===== config.mk =====
export PLATFORM = sky130hd
export DESIGN_NAME = fib_result_writer
export DESIGN_NICKNAME = d
export VERILOG_FILES = /design/src/rtl/fib_result_writer.sv
export SDC_FILE = /design/constraint.sdc
export NUM_CORES = 1
export LEC_CHECK = 0
export ABC_AREA = 0
export ABC_CLOCK_PERIOD_IN_PS = 4600
export CORE_UTILIZATION = 55
export CTS_BUF_LIST = sky130_fd_sc_hd__clkbuf_8
export DETAILED_ROUTE_END_ITERATION = 12
export PLACE_DENSITY = 0.8
export SYNTH_ARGS = -nofsm -noshare
export SYNTH_HDL_FRONTEND = slang
export SYNTH_SLANG_ARGS = --single-unit

===== constraint.sdc =====
create_clock -name clk -period 4.6 [get_ports clk]
set_clock_uncertainty 0.1 [all_clocks]
set_input_delay 0.92 -clock clk [delete_from_list [all_inputs] [get_ports clk]]
set_output_delay 0.92 -clock clk [all_outputs]
set_load 0.02 [all_outputs]

===== src/rtl/fib_result_writer.sv =====
// ============================================================================
// Module   : fib_result_writer
// Purpose  : Buffers Fibonacci results in a small FIFO and streams them to the
//            result memory with auto-incrementing address and ready handshake.
//            Optional macro FIB_RES_SEQ_CHECK_EN adds a monotonic-order check.
// Revision : 1.0 - initial release
// ============================================================================
`default_nettype none

module fib_result_writer #(
    parameter int DATA_WIDTH  = 32,
    parameter int FIFO_DEPTH  = 4,
    parameter int ADDR_WIDTH  = 8,
    parameter int MAX_RESULTS = 64
) (
    input  logic                  clk,
    input  logic                  arst_n,
    input  logic                  start,
    input  logic [DATA_WIDTH-1:0] fib_in,
    input  logic                  new_fib_res,
    input  logic                  prog_ack,
    input  logic                  mem_ready,
    output logic [DATA_WIDTH-1:0] fib_out,
    output logic [ADDR_WIDTH-1:0] res_addr,
    output logic                  w_en_res,
    output logic [ADDR_WIDTH:0]   res_count,
    output logic                  overflow,
    output logic                  seq_err,
    output logic                  fib_written
);

    localparam int C_PTR_AW = $clog2(FIFO_DEPTH);

    localparam logic [1:0] S_IDLE    = 2'd0;
    localparam logic [1:0] S_COLLECT = 2'd1;
    localparam logic [1:0] S_DRAIN   = 2'd2;
    localparam logic [1:0] S_DONE    = 2'd3;

    localparam logic [C_PTR_AW:0]   C_DEPTH    = (C_PTR_AW+1)'(FIFO_DEPTH);
    localparam logic [C_PTR_AW:0]   C_PTR_ONE  = (C_PTR_AW+1)'(1);
    localparam logic [ADDR_WIDTH:0] C_MAX      = (ADDR_WIDTH+1)'(MAX_RESULTS);
    localparam logic [ADDR_WIDTH:0] C_CNT_ONE  = (ADDR_WIDTH+1)'(1);
    localparam logic [ADDR_WIDTH-1:0] C_ADDR_ONE = ADDR_WIDTH'(1);

    logic [1:0]            r_state;
    logic [1:0]            w_state_nxt;
    logic [C_PTR_AW:0]     r_wr_ptr;
    logic [C_PTR_AW:0]     r_rd_ptr;
    logic [DATA_WIDTH-1:0] r_mem [FIFO_DEPTH];
    logic [DATA_WIDTH-1:0] r_last;
    logic [ADDR_WIDTH-1:0] r_addr;
    logic [ADDR_WIDTH:0]   r_count;
    logic [ADDR_WIDTH:0]   r_accepted;
    logic                  r_overflow;

    logic [C_PTR_AW:0]     w_level;
    logic                  w_empty;
    logic                  w_full;
    logic                  w_active;
    logic                  w_wen;
    logic                  w_pop;
    logic                  w_push_req;
    logic                  w_push;
    logic                  w_drop;
    logic                  w_start;

    assign w_level    = r_wr_ptr - r_rd_ptr;
    assign w_empty    = (w_level == '0);
    assign w_full     = (w_level == C_DEPTH);
    assign w_active   = (r_state == S_COLLECT) || (r_state == S_DRAIN);
    assign w_wen      = w_active && !w_empty;
    assign w_pop      = w_wen && mem_ready;
    assign w_start    = (r_state == S_IDLE) && start;
    assign w_push_req = (r_state == S_COLLECT) && new_fib_res;
    // A full FIFO still takes a push when its head leaves in the same cycle.
    assign w_push     = w_push_req && (!w_full || w_pop) && (r_accepted < C_MAX);
    assign w_drop     = w_push_req && !w_push;

    always_ff @(posedge clk or negedge arst_n) begin
        if (!arst_n) begin
            r_state <= S_IDLE;
        end else begin
            r_state <= w_state_nxt;
        end
    end

    always_comb begin
        w_state_nxt = r_state;
        case (r_state)
            S_IDLE:    if (start)    w_state_nxt = S_COLLECT;
            S_COLLECT: if (prog_ack) w_state_nxt = S_DRAIN;
            S_DRAIN:   if (w_empty)  w_state_nxt = S_DONE;
            S_DONE:                  w_state_nxt = S_IDLE;
            default:                 w_state_nxt = S_IDLE;
        endcase
    end

    always_ff @(posedge clk or negedge arst_n) begin
        if (!arst_n) begin
            r_wr_ptr   <= '0;
            r_rd_ptr   <= '0;
            r_last     <= '0;
            r_addr     <= '0;
            r_count    <= '0;
            r_accepted <= '0;
            r_overflow <= 1'b0;
        end else if (w_start) begin
            r_wr_ptr   <= '0;
            r_rd_ptr   <= '0;
            r_addr     <= '0;
            r_count    <= '0;
            r_accepted <= '0;
            r_overflow <= 1'b0;
        end else begin
            if (w_pop) begin
                r_rd_ptr <= r_rd_ptr + C_PTR_ONE;
                r_addr   <= r_addr + C_ADDR_ONE;
                r_count  <= r_count + C_CNT_ONE;
                r_last   <= r_mem[r_rd_ptr[C_PTR_AW-1:0]];
            end
            if (w_push) begin
                r_wr_ptr   <= r_wr_ptr + C_PTR_ONE;
                r_accepted <= r_accepted + C_CNT_ONE;
            end
            if (w_drop) begin
                r_overflow <= 1'b1;
            end
        end
    end

    // Storage needs no reset: entries are only read while the pointers say valid.
    always_ff @(posedge clk) begin
        if (w_push) begin
            r_mem[r_wr_ptr[C_PTR_AW-1:0]] <= fib_in;
        end
    end

`ifdef FIB_RES_SEQ_CHECK_EN
    logic [DATA_WIDTH-1:0] r_prev;
    logic                  r_have_prev;
    logic                  r_seq_err;

    always_ff @(posedge clk or negedge arst_n) begin
        if (!arst_n) begin
            r_prev      <= '0;
            r_have_prev <= 1'b0;
            r_seq_err   <= 1'b0;
        end else if (w_start) begin
            r_have_prev <= 1'b0;
            r_seq_err   <= 1'b0;
        end else if (w_push) begin
            if (r_have_prev && (fib_in < r_prev)) begin
                r_seq_err <= 1'b1;
            end
            r_prev      <= fib_in;
            r_have_prev <= 1'b1;
        end
    end

    assign seq_err = r_seq_err;
`else
    assign seq_err = 1'b0;
`endif

    // When empty, the last written word stays on the bus.
    assign fib_out     = w_empty ? r_last : r_mem[r_rd_ptr[C_PTR_AW-1:0]];
    assign res_addr    = r_addr;
    assign w_en_res    = w_wen;
    assign res_count   = r_count;
    assign overflow    = r_overflow;
    assign fib_written = (r_state == S_DONE);

endmodule

`default_nettype wire


**Cell area per tile**

Scale: 3 px per um. 13 x 13 tiles, from white (low) to dark blue (high), 0 to 100% covered.
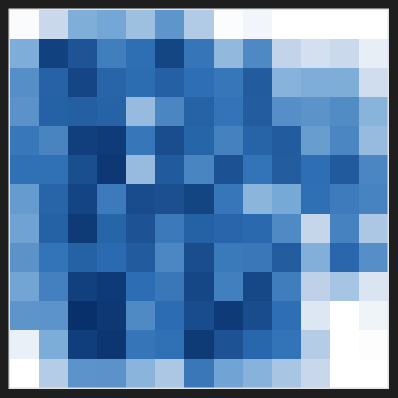
nearly empty tiles: 5.9%
tiles over 75% full: 37%
mean over tiles: 61%
fullest tile: 100%
post-layout util: 0.671
Floorplan Utilization: 0.572
CORE AREA: 14800 um2

==> qor.csv <==
stage,metric,value,unit
worst_setup_path,critical path cell sequence,"inv_1, ha_1, and2b_2, xnor2_2, nor2_4, buf_12, mux2_2, clkdlybuf4s50_1",
finish,dominant kind of cell by area,sequential cells,
logic_synthesis,syn_nets,563,
placement,placed insts,767,
finish,Non-CTS inverters,7,
pwr,Tot Pwr,6.89,mW
logic_synthesis,Post-Synth Simple-Gate Area,0.0644,
clock_network,CTS tree,yes,
logic_synthesis,yosys adder share,0.0223,
timing,TNS Setup,0,ns
logic_synthesis,synthesis area per yosys,8430,um2
routing,post-route ant nets,0,
logic_synthesis,"EDFF count, synth",128,
finish,layout net count,655,
worst_setup_path,flop2flop setup slack,1.32,ns
min_path,hold path startpoint,r_accepted[7],
worst_setup_path,Crit-path slowest cell,clkdlybuf4s50_1,
logic_synthesis,most frequent cells after synthesis,"edfxtp_1 (128), dfrtp_1 (67), mux2_2 (63)",
timing,RSZ-0062 raised after global routing,no,
logic_synthesis,Post-synth seq share,0.655,
flow_run,Max-Cap Viols,0,
global_routing,GR Util met3,0.0489,
global_routing,Congestion Overflow GR,0,
worst_setup_path,Crit. Startpoint,r_wr_ptr[0],
finish,clkbuf count,17,
pwr,Clk power,1.09,mW
worst_setup_path,"Arr. time, crit path",3.24,ns
finish,Final Non-Filler Cells,799,
logic_synthesis,mux share,0.203,
pwr,Max VDD drop,0.441,mV
worst_setup_path,reg2reg end,r_mem[0][0],
global_routing,gr usage total,0.211,
finish,flop count,195,
logic_synthesis,synthesized cell area,8430,um2
logic_synthesis,Synth Area per Inst,16.5,um2
finish,buffering overhead,0.0994,
timing,worst-margin pin slew,0.916,ns
logic_synthesis,cell count after synthesis,510,
placement,IO buf count,89,
worst_setup_path,Worst Reg-to-Reg Cells,7,
min_path,type of the most critical hold path,reg2reg,
pwr,Logic pwr share,0.499,
pwr,P_comb,3.44,mW
die,Die Span X,126,um
global_routing,grt peak-use layer,met2,
pwr,switching part of the total power,0.365,
finish,max reg flops,128,
logic_synthesis,Yosys Warn Count,0,
worst_setup_path,reg2reg start,r_wr_ptr[0],
finish,register area,5520,um2
pwr,switching pwr,2.52,mW
global_routing,largest net degree at the start of global routing,68,
run_status,status,finished clean,
routing,final WL,15600,um
finish,combinational share of cell area,0.277,
worst_setup_path,Required @ worst endpoint,3.58,ns
timing,max-slew violation count,0,
routing,Initial DRT Pass Iterations,4,
routing,routed vias/inst,5.79,
finish,comb_multi_in,281,
finish,FILL cells,994,
global_routing,GR Util met2,0.365,
timing,min Tclk post-route,4.26,ns
die,Rows,44,
finish,logic area,2740,um2
finish,Plain + repair buffers,100,
finish,Clock buf/inv share,0.0396,
timing,"Hold Violations, Final",0,
logic_synthesis,"area leader, netlist",edfxtp_1,
logic_synthesis,Main synth FF type,edfxtp_1,
pwr,Clock power frac,0.158,
flow_run,tool warning count,33,
worst_setup_path,Worst path depth,8,
die,Die Height,126,um
placement,post-DP HPWL,10000,um
pwr,pwr dens,697,nW/um2
worst_setup_path,critical path capture point type,output port,
clock_network,clk slew on worst S/H paths,0.09,ns
**Clock wiring as the flow saved it**

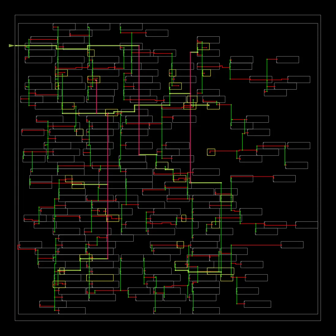
Sink Count: 195
Late-Pin Clk Latency: 0.46 ns

No activity file was given, so power comes from the tool's default toggle rates.
